File: config.mk
export PLATFORM = sky130hd
export DESIGN_NAME = keypad_encoder10to4_flat
export DESIGN_NICKNAME = d
export VERILOG_FILES = /design/src/rtl/keypad_encoder10to4_if.sv /design/src/rtl/keypad_encoder10to4.sv /design/src/flat_wrapper.sv
export SDC_FILE = /design/constraint.sdc
export NUM_CORES = 1
export LEC_CHECK = 0
export CAP_MARGIN = 15
export CORE_ASPECT_RATIO = 0.5
export CORE_UTILIZATION = 45
export CTS_CLUSTER_SIZE = 8
export DETAILED_ROUTE_END_ITERATION = 12
export PLACE_DENSITY = 0.76
export SLEW_MARGIN = 40
export SYNTH_ARGS = -nofsm -noshare
export SYNTH_HDL_FRONTEND = slang
export SYNTH_SLANG_ARGS = --single-unit
File: constraint.sdc
create_clock -name clk -period 2.2 [get_ports clk]
set_input_delay 0.44 -clock clk [delete_from_list [all_inputs] [get_ports clk]]
set_output_delay 0.44 -clock clk [all_outputs]
set_load 0.05 [all_outputs]
File: src/rtl/keypad_encoder10to4_if.sv
// Keypad encoder bus: raw key lines and enable/ack in, captured BCD code and status out.
//   enable  : gates capture of new keypresses
//   enc_in  : raw active-high key lines, bit i = digit i, asynchronous to clk
//   ack     : consumer accepts the current code (sampled only while valid=1)
//   enc_out : registered BCD digit of the captured key
//   valid   : enc_out holds an unconsumed keypress
//   multi   : more than one key line was high at capture
//   busy    : encoder is not idle
interface keypad_encoder10to4_if;
  logic       enable;
  logic [9:0] enc_in;
  logic       ack;
  logic [3:0] enc_out;
  logic       valid;
  logic       multi;
  logic       busy;

  modport master (
    output enable, enc_in, ack,
    input  enc_out, valid, multi, busy
  );

  modport slave (
    input  enable, enc_in, ack,
    output enc_out, valid, multi, busy
  );
endinterface

File: src/rtl/keypad_encoder10to4.sv
// 10-line keypad to BCD encoder with synchroniser, debounce and valid/ack delivery.
// Each debounced keypress is delivered exactly once; the key must be debounced
// as released before another capture can occur.
//   clk   : rising-edge system clock
//   rst_n : asynchronous active-low reset
//   bus   : keypad_encoder10to4_if.slave (enable, enc_in, ack -> enc_out, valid, multi, busy)
module keypad_encoder10to4 #(
  parameter int unsigned DEBOUNCE_CYCLES = 4,
  parameter int unsigned CNT_W           = 16
) (
  input logic                  clk,
  input logic                  rst_n,
  keypad_encoder10to4_if.slave bus
);

  typedef enum logic [1:0] {IDLE, DEBOUNCE, HOLD, RELEASE} state_t;

  localparam logic [CNT_W-1:0] CNT_LAST = CNT_W'(DEBOUNCE_CYCLES - 1);

  state_t           state, state_d;
  logic [9:0]       s1, sync;
  logic [9:0]       snapshot, snapshot_d;
  logic [CNT_W-1:0] cnt, cnt_d;
  logic [3:0]       code_q, code_d;
  logic             multi_q, multi_d;

  // Lowest set bit wins, so digit 0 has highest priority.
  function automatic logic [3:0] lowest_idx(input logic [9:0] v);
    logic [3:0] idx;
    idx = '0;
    for (int unsigned i = 10; i > 0; i--) begin
      if (v[i-1]) idx = 4'(i - 1);
    end
    return idx;
  endfunction

  // Clearing the lowest set bit leaves something only if two or more were set.
  function automatic logic more_than_one(input logic [9:0] v);
    return (v & (v - 10'd1)) != '0;
  endfunction

  always_ff @(posedge clk or negedge rst_n) begin
    if (!rst_n) begin
      s1   <= '0;
      sync <= '0;
    end else begin
      s1   <= bus.enc_in;
      sync <= s1;
    end
  end

  always_ff @(posedge clk or negedge rst_n) begin
    if (!rst_n) begin
      state    <= IDLE;
      snapshot <= '0;
      cnt      <= '0;
      code_q   <= '0;
      multi_q  <= 1'b0;
    end else begin
      state    <= state_d;
      snapshot <= snapshot_d;
      cnt      <= cnt_d;
      code_q   <= code_d;
      multi_q  <= multi_d;
    end
  end

  always_comb begin
    state_d    = state;
    snapshot_d = snapshot;
    cnt_d      = cnt;
    code_d     = code_q;
    multi_d    = multi_q;
    case (state)
      IDLE: begin
        if (bus.enable && sync != '0) begin
          snapshot_d = sync;
          cnt_d      = '0;
          state_d    = DEBOUNCE;
        end
      end
      DEBOUNCE: begin
        if (!bus.enable || sync == '0) begin
          state_d = IDLE;
        end else if (sync != snapshot) begin
          snapshot_d = sync;
          cnt_d      = '0;
        end else if (cnt == CNT_LAST) begin
          code_d  = lowest_idx(snapshot);
          multi_d = more_than_one(snapshot);
          state_d = HOLD;
        end else begin
          cnt_d = cnt + CNT_W'(1);
        end
      end
      HOLD: begin
        // enable is deliberately not consulted: a captured code waits for ack.
        if (bus.ack) begin
          cnt_d   = '0;
          state_d = RELEASE;
        end
      end
      RELEASE: begin
        if (sync != '0) begin
          cnt_d = '0;
        end else if (cnt == CNT_LAST) begin
          state_d = IDLE;
        end else begin
          cnt_d = cnt + CNT_W'(1);
        end
      end
      default: state_d = IDLE;
    endcase
  end

  // valid is exactly the HOLD state: it is set on entry and cleared on the ack edge.
  assign bus.enc_out = code_q;
  assign bus.valid   = (state == HOLD);
  assign bus.multi   = multi_q;
  assign bus.busy    = (state != IDLE);

endmodule

File: src/flat_wrapper.sv
// flat-port wrapper written by rule: the top's interface ports become plain ports
module keypad_encoder10to4_flat 
#(
  parameter int unsigned DEBOUNCE_CYCLES = 4,
  parameter int unsigned CNT_W           = 16
)
  (clk, rst_n, bus_enable, bus_enc_in, bus_ack, bus_enc_out, bus_valid, bus_multi, bus_busy);
  keypad_encoder10to4_if bus_i ();
  input logic clk;
  input logic rst_n;
  input wire logic [$bits(bus_i.enable)-1:0] bus_enable;
  input wire logic [$bits(bus_i.enc_in)-1:0] bus_enc_in;
  input wire logic [$bits(bus_i.ack)-1:0] bus_ack;
  output wire logic [$bits(bus_i.enc_out)-1:0] bus_enc_out;
  output wire logic [$bits(bus_i.valid)-1:0] bus_valid;
  output wire logic [$bits(bus_i.multi)-1:0] bus_multi;
  output wire logic [$bits(bus_i.busy)-1:0] bus_busy;
  assign bus_i.enable = bus_enable;
  assign bus_i.enc_in = bus_enc_in;
  assign bus_i.ack = bus_ack;
  assign bus_enc_out = bus_i.enc_out;
  assign bus_valid = bus_i.valid;
  assign bus_multi = bus_i.multi;
  assign bus_busy = bus_i.busy;
  keypad_encoder10to4 #(.DEBOUNCE_CYCLES(DEBOUNCE_CYCLES), .CNT_W(CNT_W)) u_core (.clk(clk), .rst_n(rst_n), .bus(bus_i));
endmodule
Fig. 1: the metal 1 layer
The bar under the picture is 20 um long.
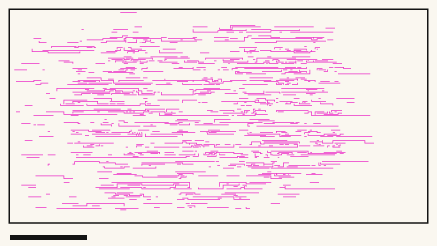
nets with wire on the layer: 284
share of all routed wire: 44%
longest straight run: 28.5 um

Fig. 2: wire density map
The bar under the picture is 20 um long. 22 x 11 tiles, from dark blue (low) to red (high), scaled to the fullest tile. Values are wire area over tile area, all layers added.
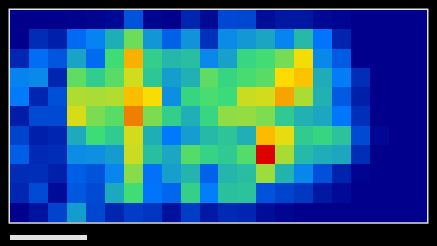
fullest tile: 0.59
tiles over half the peak: 18%
densest ninth of the die: middle
nearly empty tiles: 23%
mean over tiles: 0.16

Fig. 3: I/O pins on the die edge
The bar under the picture is 20 um long. Pins as bars across the die edge, other pins in gray.
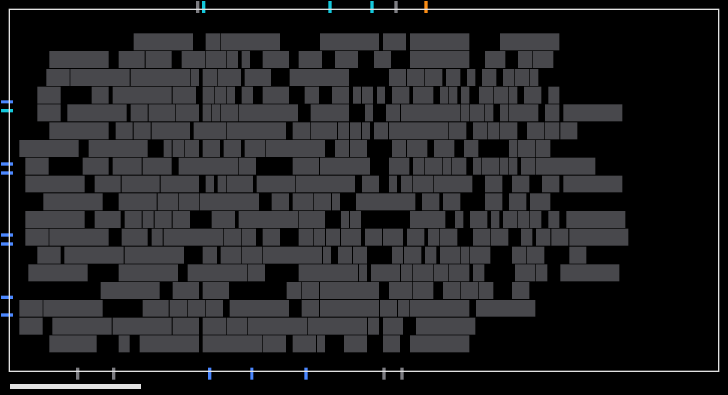
legend:
  blue:
    port: bus_enc_in
    pins: 10
    direction: input
    edge: 7 left, 3 bottom
  cyan:
    port: bus_enc_out
    pins: 4
    direction: output
    edge: 3 top, 1 left
  orange:
    port: bus_ack
    pins: 1
    direction: input
    edge: top
number of I/O port buffers: 20
overall die width: 108 um
Die Span Y: 55.2 um

==> impl_metrics.py <==
# Auto-generated metrics
metrics = {
    "status": {
        "status": "finished, final reports clean",
    },
    "final_timing": {
        "max_slew.worst_pin.slew_ns": 0.516,
        "slew_headroom_pct": 65.5,
        "fin_crit_sh_pct": 99.2,
        "fin_setup_tns_ns": 0,
        "hold_viol": 0,
        "final_max_slew_viol_count": 0,
        "clock_skew_ns": 0.00550,
        "finalSetupViolCount": 0,
    },
    "drt": {
        "ant_nets": 0,
        "routed_wl_um": 5900,
        "first_pass_iters": 4,
        "drt_iter0_markers": 86,
        "maxUsedRoutingLayer": "met4",
        "dr_wl_met3_um": 227,
        "num_vias": 2094,
        "wl_met1_um": 2610,
        "wl_per_cell_um": 16.1,
    },
    "flow_run": {
        "warnings": 28,
        "max_cap_violations": 0,
    },
    "grt": {
        "use_met2_pct": 35.8,
        "overflow": 0,
        "grt_antenna_before_repair": 0,
        "grt_max_degree": 40,
        "grt_pass1_wl_um": 9830,
        "grt_busiest_layer": "met2",
        "grtUsageTotal_pct": 21.6,
        "groute.layer.met1.usage_pct": 27.5,
        "grtUsageMet3_pct": 4.13,
    },
    "synthesis": {
        "yosysUniqueCellTypes": 51,
        "synth_cells": 227,
        "ys_area_um2": 2550,
        "ys_seq_share_pct": 52.1,
        "aoi_share_pct": 14.6,
        "synth.most_common_cell": "dfrtp_1",
        "top_cells_by_count": "53 x dfrtp_1, 15 x mux2_2, 14 x nor2_1",
        "synth_xor_xnor_area_share_pct": 5.16,
        "syn_area_um2": 2550,
        "edf_count": 0,
        "ys.flop_type": "dfrtp_1",
        "ys_top_logic_family": "simple AND/OR/NAND/NOR gates",
        "mux_share_pct": 7.02,
    },
    "critical_path": {
        "end_kind": "flop",
        "crit_type": "flop to flop",
        "reg2reg_from": "u_core.sync[4]",
        "critPathBufInv": 0,
        "max_stage_delay_ns": 0.58,
        "path_cells": "xnor2_2 > nand4_2 > or4_4 > o21ai_4 > mux2_2",
        "rrSetupSlack_ns": 0.02,
        "worst-path-stages": 5,
        "path_delay_family": "simple AND/OR/NAND/NOR gates",
        "cp-startpoint": "u_core.sync[4]",
    },
    "power": {
        "max-vdd-ir-drop_mv": 0.333,
        "combinationalPowerShare_pct": 4.3,
        "top_power_group": "registers",
        "clockPowerShare_pct": 43.0,
        "internal_power_mw": 1.50,
        "pg_clk_mw": 0.823,
        "seq_cell_power_mw": 1.01,
        "p_leak_nw": 1.44,
        "p_switching_mw": 0.416,
        "p_comb_mw": 0.0832,
    },
    "clocking": {
        "cts_tree": "done",
        "clock_latency_ns": 0.30,
        "htree_num_levels": 2,
        "cts.clk_slew.worst_paths_ns": 0.07,
        "post_cts_buffers": 5,
        "clockRootBuffer": "clkbuf_16",
        "clkSinkCount": 53,
    },
    "finish": {
        "nFillCells": 388,
        "diodes": 0,
        "drive_gt1_share_pct": 31.1,
    },
    "floorplan": {
        "row_count": 18,
        "fp_util_pct": 49.2,
        "die-area_um2": 5980,
    },
    "min_path": {
        "min_path_type": "input port to async pin",
    },
    "place": {
        "pre_cts_slack_ns": -0.0140,
        "place_congestion": 0.901,
    },
}
==> per-stage QoR <==
step | cells | utilization [%] | area (um2) | total power, mW | hold slack (ns)
after floorplan | 227 | - | 2550 | 1.04 | 0.144
after global placement | 350 | 59.5 | 3080 | 1.10 | 0.333
after detailed placement | 350 | 59.5 | 3080 | 1.10 | 0.335
after CTS | 363 | 63.4 | 3290 | 1.93 | 0.0507
after global routing | 366 | 64.7 | 3350 | 1.98 | 0.0759
final | 366 | 64.7 | 3350 | 1.91 | 0.0415
==> layout make-up <==
class,count,area [um2],share of cell area [%]
clock buffer,6,139,4.15
sequential,53,1330,39.6
tap,70,87.6,2.61
clock inverter,2,17.5,0.523
timing repair buffer,65,541,16.1
inverter,10,37.5,1.12
multi-input combinational,160,1200,35.9
Power and IR drop assume default switching activity.
